`src/rtl/lieat_exu_bru_if.sv`:
```
// Branch-issue channel between the EX stage and the branch resolver.
// Carries the operands, the IFU prediction and the fetch epoch tag, with a valid/ready handshake.
interface lieat_exu_bru_if #(
  parameter int XLEN = 32
);
  logic            br_valid;
  logic            br_ready;
  logic [XLEN-1:0] br_pc;
  logic [XLEN-1:0] br_imm;
  logic [2:0]      br_funct3;
  logic [XLEN-1:0] br_src1;
  logic [XLEN-1:0] br_src2;
  logic            br_prdt_taken;
  logic            br_epoch;

  modport master (
    output br_valid, br_pc, br_imm, br_funct3, br_src1, br_src2, br_prdt_taken, br_epoch,
    input  br_ready
  );

  modport slave (
    input  br_valid, br_pc, br_imm, br_funct3, br_src1, br_src2, br_prdt_taken, br_epoch,
    output br_ready
  );
endinterface

```
`src/rtl/lieat_exu_bru.sv`:
```
// EXU branch resolver: evaluates bxx conditions, trains the IFU predictor and issues
// a one-cycle redirect on misprediction. An epoch bit drops wrong-path branches.
module lieat_exu_bru #(
  parameter int XLEN  = 32,
  parameter int CNT_W = 32
) (
  input  logic                clk,
  input  logic                rstn,
  lieat_exu_bru_if.slave      br,
  input  logic                ext_flush,
  output logic                cur_epoch,
  output logic                flush_req,
  output logic [XLEN-1:0]     flush_pc,
  output logic                bxx_callback_en,
  output logic                bxx_callback_result,
  output logic [4:0]          bxx_callback_index,
  output logic [CNT_W-1:0]    branch_cnt,
  output logic [CNT_W-1:0]    mispred_cnt
);

  logic            taken;
  logic [XLEN-1:0] target;
  logic            accept;

  logic            r_valid;
  logic            r_taken;
  logic            r_mispred;
  logic [XLEN-1:0] r_target;
  logic [4:0]      r_index;
  logic [XLEN-1:0] flush_pc_q;
  logic            epoch_q;
  logic            out_fire;

  always_comb begin
    taken = 1'b0;
    case (br.br_funct3)
      3'b000:  taken = (br.br_src1 == br.br_src2);
      3'b001:  taken = (br.br_src1 != br.br_src2);
      3'b100:  taken = ($signed(br.br_src1) <  $signed(br.br_src2));
      3'b101:  taken = ($signed(br.br_src1) >= $signed(br.br_src2));
      3'b110:  taken = (br.br_src1 <  br.br_src2);
      3'b111:  taken = (br.br_src1 >= br.br_src2);
      default: taken = 1'b0;
    endcase
  end

  assign target = taken ? (br.br_pc + br.br_imm) : (br.br_pc + XLEN'(4));

  // A registered result is killed by an older external flush in its output cycle.
  assign out_fire  = r_valid & ~ext_flush;
  assign flush_req = out_fire & r_mispred;

  assign br.br_ready = ~(flush_req | ext_flush);
  assign accept      = br.br_valid & br.br_ready & (br.br_epoch == epoch_q) & ~ext_flush;

  assign bxx_callback_en     = out_fire;
  assign bxx_callback_result = r_taken;
  assign bxx_callback_index  = r_index;
  assign flush_pc            = flush_req ? r_target : flush_pc_q;
  assign cur_epoch           = epoch_q;

  always_ff @(posedge clk or negedge rstn) begin
    if (!rstn) begin
      r_valid   <= 1'b0;
      r_taken   <= 1'b0;
      r_mispred <= 1'b0;
      r_target  <= '0;
      r_index   <= '0;
    end else begin
      r_valid <= accept;
      if (accept) begin
        r_taken   <= taken;
        r_mispred <= (taken != br.br_prdt_taken);
        r_target  <= target;
        r_index   <= br.br_pc[6:2];
      end
    end
  end

  // flush_req already excludes ext_flush, so a coincident pair toggles the epoch once.
  always_ff @(posedge clk or negedge rstn) begin
    if (!rstn) begin
      epoch_q     <= 1'b0;
      flush_pc_q  <= '0;
      branch_cnt  <= '0;
      mispred_cnt <= '0;
    end else begin
      if (flush_req | ext_flush) epoch_q <= ~epoch_q;
      if (flush_req) begin
        flush_pc_q  <= r_target;
        mispred_cnt <= mispred_cnt + CNT_W'(1);
      end
      if (out_fire) branch_cnt <= branch_cnt + CNT_W'(1);
    end
  end

endmodule

```
`src/flat_wrapper.sv`:
```
// flat-port wrapper written by rule: the top's interface ports become plain ports
module lieat_exu_bru_flat 
#(
  parameter int XLEN  = 32,
  parameter int CNT_W = 32
)
  (clk, rstn, ext_flush, cur_epoch, flush_req, flush_pc, bxx_callback_en, bxx_callback_result, bxx_callback_index, branch_cnt, mispred_cnt, br_br_valid, br_br_pc, br_br_imm, br_br_funct3, br_br_src1, br_br_src2, br_br_prdt_taken, br_br_epoch, br_br_ready);
  lieat_exu_bru_if #(.XLEN(XLEN)) br_i ();
  input  logic clk;
  input  logic rstn;
  input  logic ext_flush;
  output logic cur_epoch;
  output logic flush_req;
  output logic [XLEN-1:0] flush_pc;
  output logic bxx_callback_en;
  output logic bxx_callback_result;
  output logic [4:0] bxx_callback_index;
  output logic [CNT_W-1:0] branch_cnt;
  output logic [CNT_W-1:0] mispred_cnt;
  input wire logic [$bits(br_i.br_valid)-1:0] br_br_valid;
  input wire logic [$bits(br_i.br_pc)-1:0] br_br_pc;
  input wire logic [$bits(br_i.br_imm)-1:0] br_br_imm;
  input wire logic [$bits(br_i.br_funct3)-1:0] br_br_funct3;
  input wire logic [$bits(br_i.br_src1)-1:0] br_br_src1;
  input wire logic [$bits(br_i.br_src2)-1:0] br_br_src2;
  input wire logic [$bits(br_i.br_prdt_taken)-1:0] br_br_prdt_taken;
  input wire logic [$bits(br_i.br_epoch)-1:0] br_br_epoch;
  output wire logic [$bits(br_i.br_ready)-1:0] br_br_ready;
  assign br_i.br_valid = br_br_valid;
  assign br_i.br_pc = br_br_pc;
  assign br_i.br_imm = br_br_imm;
  assign br_i.br_funct3 = br_br_funct3;
  assign br_i.br_src1 = br_br_src1;
  assign br_i.br_src2 = br_br_src2;
  assign br_i.br_prdt_taken = br_br_prdt_taken;
  assign br_i.br_epoch = br_br_epoch;
  assign br_br_ready = br_i.br_ready;
  lieat_exu_bru #(.XLEN(XLEN), .CNT_W(CNT_W)) u_core (.clk(clk), .rstn(rstn), .br(br_i), .ext_flush(ext_flush), .cur_epoch(cur_epoch), .flush_req(flush_req), .flush_pc(flush_pc), .bxx_callback_en(bxx_callback_en), .bxx_callback_result(bxx_callback_result), .bxx_callback_index(bxx_callback_index), .branch_cnt(branch_cnt), .mispred_cnt(mispred_cnt));
endmodule
```
`config.mk`:
```
export PLATFORM = sky130hd
export DESIGN_NAME = lieat_exu_bru_flat
export DESIGN_NICKNAME = d
export VERILOG_FILES = /design/src/rtl/lieat_exu_bru_if.sv /design/src/rtl/lieat_exu_bru.sv /design/src/flat_wrapper.sv
export SDC_FILE = /design/constraint.sdc
export NUM_CORES = 1
export LEC_CHECK = 0
export CORE_UTILIZATION = 53
export CTS_CLUSTER_SIZE = 8
export DETAILED_ROUTE_END_ITERATION = 8
export GPL_TIMING_DRIVEN = 1
export PLACE_DENSITY = 0.93
export SLEW_MARGIN = 20
export SYNTH_ARGS = -nofsm -noshare
export SYNTH_HDL_FRONTEND = slang
export SYNTH_SLANG_ARGS = --single-unit
```
`constraint.sdc`:
```
create_clock -name clk -period 4.6 [get_ports clk]
set_clock_uncertainty 0.05 [all_clocks]
set_input_delay 0.69 -clock clk [delete_from_list [all_inputs] [get_ports clk]]
set_output_delay 0.69 -clock clk [all_outputs]
set_load 0.01 [all_outputs]
```
==> commit_impl_results.txt, run 1 <==
Store results of the implementation flow

- Pins over their slew limit in the final report were tallied at 0.
- The first global-routing pass estimated approximately 37,000 µm of wire.
* Flip-flop and latch share of the layout cell area: 28.95%
- Pin count of the biggest net entering global routing: 111
- Number of gates on the worst path with buffers counted: 6
- For this run, the chip area from Yosys synthesis comes to approximately 8600 µm².
- The setup check on the worst reg-to-reg path leaves a slack of 1.63 ns.
- The later pin in the worst-skew pair is clocked with a latency of 0.42 ns.
- Per the synthesis report, the XOR/XNOR share of the synthesized area is between 10% and 20%.
- Area growth from synthesis to final layout: 37.91%
* Non-clock buffer share: 21.05%
* Clock buffers: 17
- Wirelength, routed: 23,070 µm
- Resized Gates After CTS: 0
- The global routing report lists met2 layer usage as 51.39%.
- Crit path largest cell delay: 0.51 ns
- Via-per-instance ratio: 5.531
* Length of routed wiring on met1: between 8000 and 9000 µm
* Number of nets in the synthesized netlist: 1,120
- Synth unique cells: around 57
* Non-CTS inverters: just over 50
* Most frequent cell on the critical path: clkdlybuf4s50_1
- According to the timing report, the arrival time at the worst endpoint equals 2.89 ns.
- Maximum achievable frequency: 275.7 MHz
- The initial antenna violation count is 0.
- Main combinational cell family by area after synthesis: simple AND/OR/NAND/NOR gates
- Per STA, the endpoint of the critical path is flush_pc[23].
- Of all the cell area in the finished design, the clock network holds 5.113%.
- Internal power: roughly 0.0031 W
- Power in the clock group: 0.00140 W
- FP Util: between 50 and 60%
- The clock tree synthesis step divided the H-tree into 4 levels.
- The finished layout reports a core utilization of between 70% and 80%.
- Seq pwr: about 0.0017 W
* Uppermost routed layer: met4
- Once layout is complete, the cells apart from fillers number 1,385.
- Synthesis produced a little over 900 cells.
- OpenROAD emitted warnings numbering 28.
* Combinational power share: 32.3%
- The total overflow left after global routing is 0.
- Per the run summary, max-cap violations total 0.
- In the synthesized netlist the async set-or-reset flop fraction comes to 100.0%.
- Well Taps: between 200 and 250
- Footprint of the flip-flops and latches: about 3400 µm²
- Fraction of met3 tracks used by global routing: 6.358%
- Proportion of netlist area held by the largest area contributor: 39.92%
- The final design was reported to hold multi-input combinational gates totalling 701.
- Registers: 137
* Clock tree root buffer cell: clkbuf_16
* Leakage power: roughly 5.4 nW
- Prevailing post-synth register cell: dfrtp_1
- Power density of the placed cells: 384.1 nW/µm²
- The tree built by TritonCTS fans out to 137 sinks.
- First-pass detailed-route iteration total: 4
* Number of buffers added on ports: 242
* Share of synthesized area occupied by flip-flops and latches: approximately 40%
- WP buf/inv: 3
* Final Worst Setup Slack: slightly below 1 ns
- Met2 wire len: 11,860 µm
- STA classifies the critical path endpoint as a primary output.
* Rows: approximately 46
- Comb area: 4855 µm²
- Before CTS, the worst setup slack after placement is ~0.6 ns.
- For reference, the most critical setup path is categorized as primary input to primary output.
- For this design, the CTS-stage hold fixing added 0 buffers.
- The cell area that synthesis handed to floorplanning was 8588 µm².
* Register bit total from synthesis: 137
- The final weighted congestion recorded by global placement is 0.8802.
- # placed instances: 1,353
- The most critical setup path has its startpoint at ext_flush.
- The final layout contains 1,360 nets.
- Yosys reports that the most numerous cell types are dfrtp_1 (137), nand2_1 (118), xnor2_1 (73).
* Overall power consumption: 0.004550 W
* Overall Global Routing Usage: 28.66%
- For the worst reg-to-reg path, the endpoint reported by OpenROAD is u_core.mispred_cnt[31]$_DFFE_PN0P_.
- Setup repair after global routing left no endpoint under its margin.
* Top cells, area: dfrtp_1 (40%), ha_1 (9.6%), xnor2_1 (7.4%), nand2_1 (5.2%), xor2_1 (4.7%)
- Chip Area: roughly 17,000 µm²
- Worst flop-to-flop path startpoint: u_core.r_valid$_DFF_PN0_
- dfrtp_1 takes more of the synthesized area than any other cell.
* Clock period minus worst slack: 3.627 ns
* CTS tree: built
- Most frequent cells in the layout: clkdlybuf4s50_1 (241), dfrtp_1 (137), nand2_1 (118)
- Worst-case vdd ir drop: 0.2708 mV
* And+or+nand+nor area frac: 16.94%
- Multi-input logic gates represent a cell area share of approximately 40%.
- The data required time reported for the critical path is 3.86 ns.
- The longest clock path from root to sink contains 2 buffers.
- Per the cell usage report, the commonest logic cell in the layout is clkdlybuf4s50_1.
- In this run the power spent charging and discharging nets is 0.001433 W.
- 243 I/O pins were placed.
- Cell with the most instances after synthesis: dfrtp_1
- STA lists the maximum fanout along the critical path as 25.
* Number of buffers created by CTS: 17
* Setup violations, final: 0
- Switching part of the total: between 30% and 40%
- Register clock-pin slew on the reported worst setup and hold paths: 0.06 ns
- Across all hold checks on the routed design, the worst slack comes to 0.3490 ns.
- Adding up every negative setup slack in the final design gives 0 ns.
- Most utilized layer in the global route result: met2
- Status: finished, final reports clean
- The most critical min-delay path falls under primary input to async pin.
- Counting endpoints that fail hold in the final report gives 0.
- After detailed routing, the met3 layer carries 1528 µm of wire.
- Combinational gate power: 0.00147 W
- Per the OpenROAD floorplan log, the area of the core is 15,830 µm².
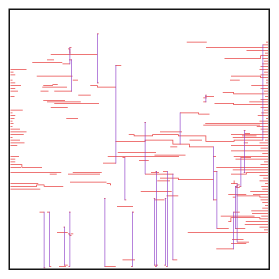
Run 1: routed metal, one colour a layer
(2 px per µm) Only two layers are drawn.
legend:
  metal 4:
    colour: purple
    wire_length: 737 µm
  metal 3:
    colour: red
    wire_length: 1,530 µm
drt wl/cell: 16.66 µm
routed via count: 7,661

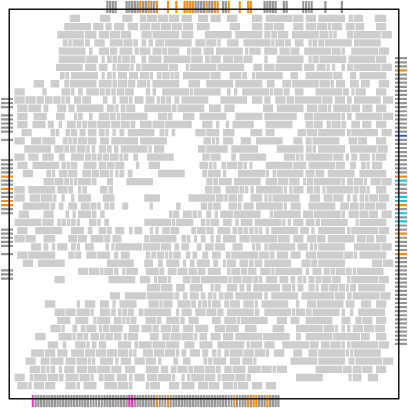
Run 1: pin placement
(3 px per µm) Pins as bars across the die edge, other pins in grey.
legend:
  flush_pc:
    colour: orange
    pins: 32
    direction: output
    edge: 16 top, 7 bottom, 5 right, 4 left
  br_br_funct3:
    colour: magenta
    pins: 3
    direction: input
    edge: bottom
  cur_epoch:
    colour: blue
    pins: 1
    direction: output
    edge: right
  bxx_callback_index:
    colour: cyan
    pins: 5
    direction: output
    edge: right
all pins by edge: 90 bottom, 71 right, 50 top, 32 left
overall die width: 129.3 µm
Chip Height: 129.3 µm

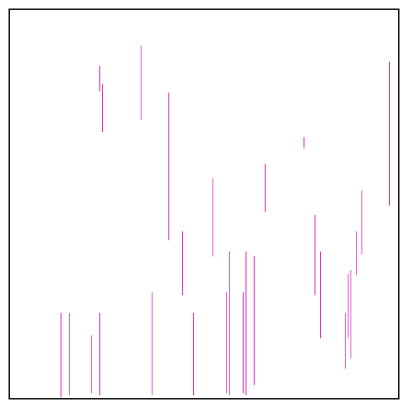
Run 1: signal wires on met4
(3 px per µm)
share of all routed wire: 3.2%
nets with wire on the layer: 24
main direction: vertical

Run 1, gate families picked out:
(3 px per µm)
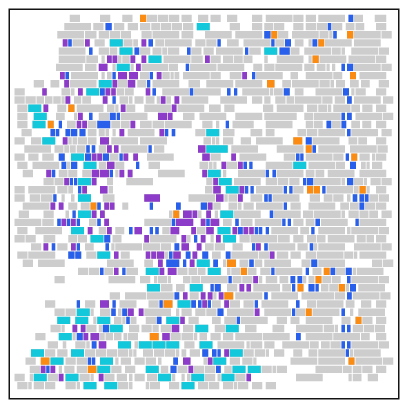

==> inputs of run 2 (changes only) <==
Settings changed: CORE_UTILIZATION 53 to 49, PLACE_DENSITY 0.93 to 0.88.
Clock period 4.6 ns to 3.6 ns, I/O delays scaled along.
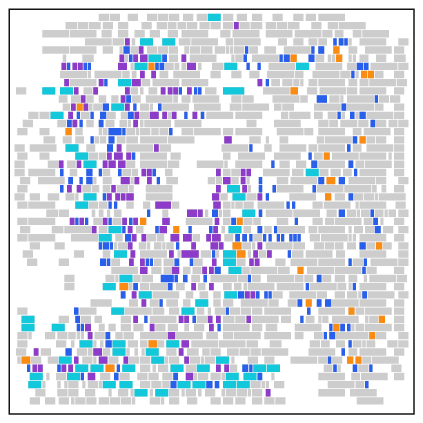
Run 2: gate families picked out
(3 px per µm)
legend:
  and/or cells:
    colour: orange
    cells: 31
    where: widely spread
  fa/ha/maj cells:
    colour: cyan
    cells: 67
  aoi and oai cells:
    colour: purple
    cells: 144
  nand cells:
    colour: blue
    cells: 190
    where: widely spread
combinational share of cell area: 39.95%
final non-filler cell total: 1,435
most frequent standard cell in the layout excluding fill and tap cells: clkdlybuf4s50_1

==> run 2 against run 1 <==
Effect of this change:
- area after synthesis did not move
- utilization decreased by 4.1 points
- critical path depth grew 11
- first-iteration DRC count increased by 5.4%
- sequential share of layout area fell by 0.74 points
- sequential power is 28% higher
- synthesized cell count did not move
- non-clock buffer count rose by 41
- critical endpoint is now u_core.r_target[24]$_DFFE_PN0P_
==> commit_impl_results.txt, run 2 <==
Store results of the implementation flow

- Uppermost routed layer: met4
* Chip Height: 134.4 µm
- CTS reports a maximum clock tree buffer depth of 2.
- CTS tree: built
- Setup violations remaining at the end of the flow were counted as 0.
* Proportion of synthesized flip-flops having asynchronous set or reset: 100.0%
- Status: finished, final reports clean
- Hold WC Path Type: primary input to async pin
- Per the final timing report, the hold violations number 0.
* Combinational gate power: 0.00193 W
* Launching element of the worst setup path: br_br_pc[0]
- Via-per-instance ratio: about 5.4
- Crit path largest cell delay: 0.48 ns
* Prevailing post-synth register cell: dfrtp_1
* Number of gates on the worst path with buffers counted: 17
- Overall die width: 134.4 µm
- The routed design has 23,360 µm of wire.
- The number of placed instances, taps included, is between 1,000 and 1,500.
- The flow inserted 225 tap cells.
* Area fraction of clock buffers and clock inverters: 4.900%
- Clock buffers: 17
* Power in the clock group: 0.00176 W
- In this run the number of H-tree levels came out at 4.
- Final Hold Slack: between 0.07 and 0.08 ns
- Capture point of the worst reg-to-reg path: u_core.mispred_cnt[28]$_DFFE_PN0P_
* RSZ-0062 raised after global routing: no
- Total power for the finished layout comes to 0.005836 W.
- The global routing stage identified its most utilized layer as met2.
- And+or+nand+nor area frac: between 10% and 20%
* Post-synth top cells: dfrtp_1 (137), nand2_1 (118), xnor2_1 (73)
- Comb area: 4856 µm²
- The power report shows net switching accounting for between 30% and 40% of the total.
* Power density of the placed cells: a little under 500 nW/µm²
- After floorplanning, the core was divided into 48 placement rows.
- There are 137 flip-flops and latches.
* FP Util: 50.00%
* Flip-flop and latch share of the layout cell area: 28.21%
- Final core area utilization: 70.76%
- Per the post-run analysis, buffers plus inverters along the critical path come to 5.
* Worst Setup EP: u_core.r_target[24]$_DFFE_PN0P_
- In this build the clock could be raised as far as 301.5 MHz.
- Prior to clock tree synthesis, the placed netlist has a worst setup slack of -0.1534 ns.
* Worst-case vdd ir drop: 0.3485 mV
* Resized Gates After CTS: 0
- Slew Viols, Final: 0
* Setup slack, reg-to-reg: between 1 and 1.5 ns
- Hold-fix buffers at CTS: 0
- Combinational power share: 33.0%
* First-pass detailed-route iteration total: 7
- The global routing report lists combined usage of all routing layers as 26.87%.
* Sum of negative setup slack: 0 ns
- Seq pwr: 0.00215 W
- After synthesis, flip-flops and latches occupy 39.92% of the total area.
- Post-synthesis xor/xnor area fraction: 12.14%
- Cell with the most instances after synthesis: dfrtp_1
- The CTS report gives the tree buffer count as 17.
- Per STA, the library cell used most along the worst path is buf_4.
* CP Max Fanout: 4
- Per the run report, area growth between synthesis and finish was 41.52%.
- Register clock-pin slew on the reported worst setup and hold paths: 0.07 ns
- The smallest clock period supported by the final layout is computed as around 3.3 ns.
- The launch point of the worst register-to-register path is recorded as u_core.r_valid$_DFF_PN0_.
- Summed standard-cell area reported by yosys: 8588 µm²
- Of the combinational cells, the family taking the most area is simple AND/OR/NAND/NOR gates.
- Cell area after synthesis: 8588 µm²
- The first global-routing pass estimated 38,300 µm of wire.
* Number of buffers added on ports: 242
* Chip Area: between 15,000 and 20,000 µm²
- At floorplan, the net count of the design was reported as 1,120.
* Footprint of the flip-flops and latches: 3428 µm²
- Met2 wire len: 11,860 µm
- Number of antenna violations at the first check in global routing: 0
- Internal power: 0.003967 W
- The library cells used most frequently in the layout, excluding fill and tap cells, are clkdlybuf4s50_1 (241), dfrtp_1 (137), nand2_1 (118).
- Synth unique cells: 57
* Path type of the worst setup path: primary input to flop
* Routed via count: 7,810
* Core ar.: 17,180 µm²
* Met2 usage: about 47%
* Pin count of the biggest net entering global routing: 81
Power figures rest on the tool's default switching activity, not on a simulated workload.
